Figure 1. Track usage over the die (run 1).
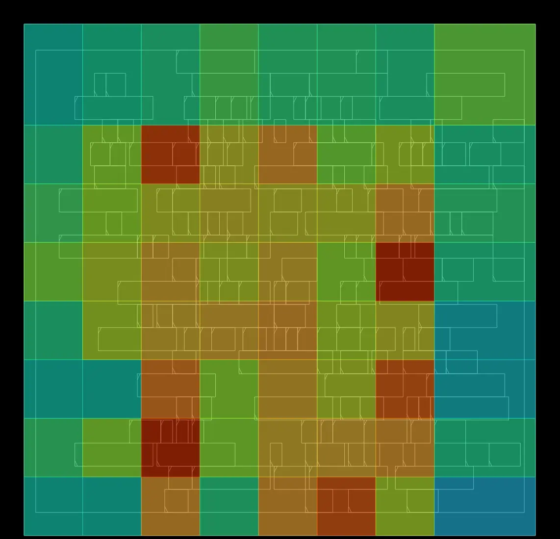
Figure 2. Sequential cells grouped by signal name (run 1).
Bar = 20 um. Other sequential cells in the stronger gray, the rest of the logic in the fainter gray.
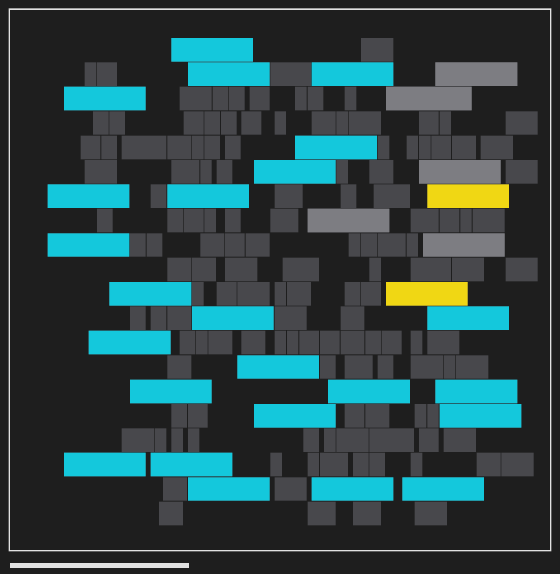
Figure 3. Layout detail (run 1).
Bar = 10 um. Window x 3 to 28, y 3 to 28 um. Cells in gray, sequential cells in the stronger gray; small squares are vias.
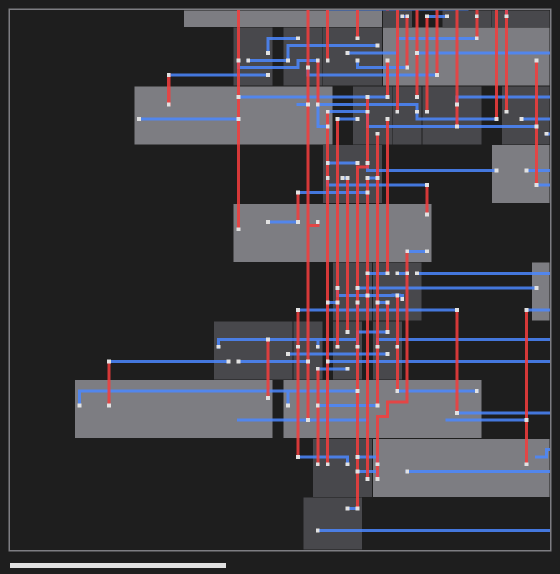
==> config.mk <==
export PLATFORM = sky130hd
export DESIGN_NAME = btn_mode_ctrl_flat
export DESIGN_NICKNAME = d
export VERILOG_FILES = /design/src/rtl/btn_mode_ctrl_pkg.sv /design/src/rtl/btn_mode_ctrl_if.sv /design/src/rtl/btn_mode_ctrl_tick_rise_det.sv /design/src/rtl/btn_mode_ctrl.sv /design/src/flat_wrapper.sv
export SDC_FILE = /design/constraint.sdc
export NUM_CORES = 1
export LEC_CHECK = 0
export CORE_UTILIZATION = 45
export CTS_CLUSTER_SIZE = 10
export DETAILED_ROUTE_END_ITERATION = 10
export HOLD_SLACK_MARGIN = 0.08
export PLACE_DENSITY = 0.68
export SLEW_MARGIN = 20
export SYNTH_ARGS = -nofsm -noshare
export SYNTH_HDL_FRONTEND = slang
export SYNTH_SLANG_ARGS = --single-unit
export TNS_END_PERCENT = 10
==> constraint.sdc <==
create_clock -name clk -period 2.54 [get_ports clk]
set_clock_uncertainty 0.2 [all_clocks]
set_input_delay 0.381 -clock clk [delete_from_list [all_inputs] [get_ports clk]]
set_output_delay 0.381 -clock clk [all_outputs]
set_load 0.02 [all_outputs]
==> impl_results.rst, run 1 <==
Metrics
=======

.. list-table::
   :header-rows: 1

   * - Metric
     - Value
   * - Clock latency reported for the late side of the worst-skew pair
     - 0.33 ns
   * - Drt initial violations
     - 72
   * - Number of clock sinks
     - 31
   * - Combinational power
     - 129 uW
   * - CP cell instances
     - nand3_1, or4_1, o311ai_1, o41ai_1
   * - Critical path required time
     - 2.55 ns
   * - Via count of the first global-routing pass
     - 1134
   * - Number of flip-flops in the largest register
     - 24
   * - Max Fanout on Critical Path
     - 12
   * - Final tally of hold violations
     - 0
   * - Most common cell in the netlist
     - sky130_fd_sc_hd__dfrtp_1
   * - Sum of internal, switching and leakage power
     - 1.03 mW
   * - Cts hold-fix bufs
     - 0
   * - Worst-path clk slew
     - 0.10 ns
   * - Top library cells by usage in the layout, fill and taps aside
     - sky130_fd_sc_hd__dfrtp_1, sky130_fd_sc_hd__nand2_1, sky130_fd_sc_hd__nand3_1
   * - Most common reg cell
     - sky130_fd_sc_hd__dfrtp_1
   * - Maximum buffer depth of the clock tree
     - 2
   * - Total wire length after detailed routing
     - 2980 um
   * - Cell type with the largest total area
     - sky130_fd_sc_hd__dfrtp_1
   * - Highest ir drop seen on vdd
     - 0.000334 V
   * - Slew @ Worst Pin
     - 0.423 ns
   * - EDFF count, synth
     - 0
   * - Wire length of the first global-routing pass
     - 5080 um
   * - Starting density of the core
     - 48.7%
   * - Run status
     - completed
   * - Tool warnings
     - 26
   * - Std-Cell Rows
     - 20
   * - Net total in the final layout
     - 172
   * - Net switching power of the design
     - 287 uW
About Figure 1:
M3 GR Usage: 6.06%
detail-routed net length per standard cell: 14.1 um

About Figure 2:
cyan -> `u_core.win_cnt_q`  # placed flops 24, where widely spread
yellow -> `u_core.bus.mode`  # placed flops 2
not colored = 5
Seq/total area: 44.8%
Flop+latch power: 572 uW
Post-Route Utilization: 55.5%
footprint of the flip-flops and latches: 777 um2

About Figure 3:
red -> met2
blue -> met1
cells with their middle in the window = 22
sequential cells in the window = 6
most frequent = dfrtp_1 (6), nand2_1 (4)

==> run 2, diff against run 1 <==
--- a/config.mk
+++ b/config.mk
@@ -14,4 +14,4 @@
 export SYNTH_ARGS = -nofsm -noshare
 export SYNTH_HDL_FRONTEND = slang
 export SYNTH_SLANG_ARGS = --single-unit
-export TNS_END_PERCENT = 10
+export TNS_END_PERCENT = 100
Figure 4. Layout detail (run 2).
Bar = 10 um. Window x 3 to 28, y 3 to 28 um. Cells in gray, sequential cells in the stronger gray; small squares are vias.
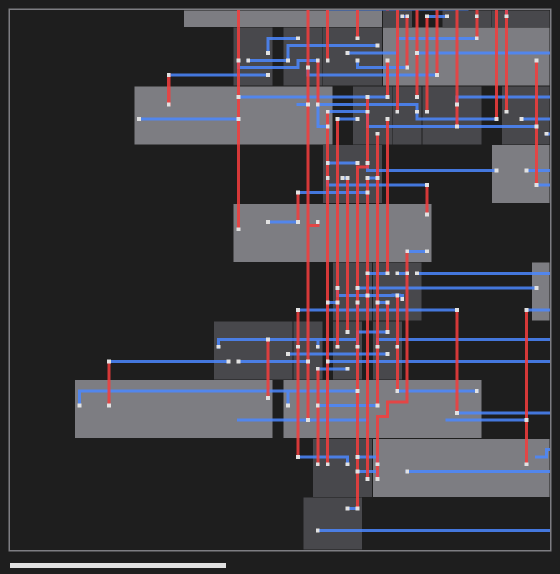

==> run 2 against run 1 <==
  * Register-to-register slack is essentially flat
  * Final cell count is the same
  * Die area stayed put
  * Largest cell class unchanged
  * Highest routed layer unchanged
==> impl_results.rst, run 2 <==
Metrics
=======

.. list-table::
   :header-rows: 1

   * - Metric
     - Value
   * - Run status
     - completed (unchanged)
   * - Post-Route Utilization
     - 55.5% (unchanged)
   * - Sum of internal, switching and leakage power
     - 1.03 mW (unchanged)
   * - Net total in the final layout
     - 172 (unchanged)
   * - FF+latch count, synth
     - 31 (unchanged)
   * - Most common reg cell
     - sky130_fd_sc_hd__dfrtp_1 (unchanged)
   * - Seq/total area
     - 44.8% (unchanged)
   * - Wire length of the first global-routing pass
     - 5080 um (unchanged)
   * - Highest ir drop seen on vdd
     - 0.000334 V (unchanged)
   * - Number of flip-flops in the largest register
     - 24 (unchanged)
   * - Cell with the biggest individual delay on the critical path
     - sky130_fd_sc_hd__or4_1 (unchanged)
   * - EDFF count, synth
     - 0 (unchanged)
   * - CP cell instances
     - nand3_1, or4_1, o311ai_1, o41ai_1 (unchanged)
   * - Commonest Layout Cell
     - sky130_fd_sc_hd__dfrtp_1 (unchanged)
   * - Top library cells by usage in the layout, fill and taps aside
     - sky130_fd_sc_hd__dfrtp_1, sky130_fd_sc_hd__nand2_1, sky130_fd_sc_hd__nand3_1 (unchanged)
   * - Combinational power
     - 129 uW (about the same)
   * - Total wire length after detailed routing
     - 2980 um (unchanged)
   * - # H-tree levels
     - 2 (unchanged)
   * - Maximum buffer depth of the clock tree
     - 2 (unchanged)
   * - Footprint of the flip-flops and latches
     - 777 um2 (unchanged)
   * - Starting density of the core
     - 48.7% (unchanged)
   * - Cell type with the largest total area
     - sky130_fd_sc_hd__dfrtp_1 (unchanged)
   * - Clock power share
     - 31.9% (about the same)
   * - Number of clock sinks
     - 31 (unchanged)
   * - M3 GR Usage
     - 6.06% (unchanged)
   * - Net switching power of the design
     - 287 uW (unchanged)
   * - Slew @ Worst Pin
     - 0.423 ns (unchanged)
   * - Tmin final
     - 2.32 ns (unchanged)
   * - Switch share
     - 27.9% (unchanged)
   * - Combinational group share of total power
     - 12.6% (about the same)
   * - Final sequential cell count
     - 31 (unchanged)
   * - Critical path required time
     - 2.55 ns (about the same)
   * - RSZ-0062 raised after global routing
     - no (unchanged)
   * - Cts hold-fix bufs
     - 0 (unchanged)
   * - Std-Cell Rows
     - 20 (unchanged)
   * - Worst-path clk slew
     - 0.10 ns (about the same)
   * - Flop+latch power
     - 572 uW (about the same)
   * - Chip area line of the yosys report
     - 0.00152 mm2 (unchanged)
   * - Most common cell in the netlist
     - sky130_fd_sc_hd__dfrtp_1 (unchanged)
   * - Tool warnings
     - 26 (unchanged)
   * - Max Fanout on Critical Path
     - 12 (unchanged)
   * - Via count of the first global-routing pass
     - 1134 (unchanged)
   * - Detail-routed net length per standard cell
     - 14.1 um (unchanged)
   * - Final tally of hold violations
     - 0 (unchanged)
   * - Arrival time at the worst endpoint
     - 2.33 ns (about the same)
   * - Drt initial violations
     - 72 (unchanged)
   * - Setup Fix Bufs, Post-CTS
     - 0 (unchanged)
   * - Clock latency reported for the late side of the worst-skew pair
     - 0.33 ns (about the same)
   * - Flop-to-flop setup slack
     - 0.22 ns (about the same)
Power is estimated from default activity; no workload was simulated.
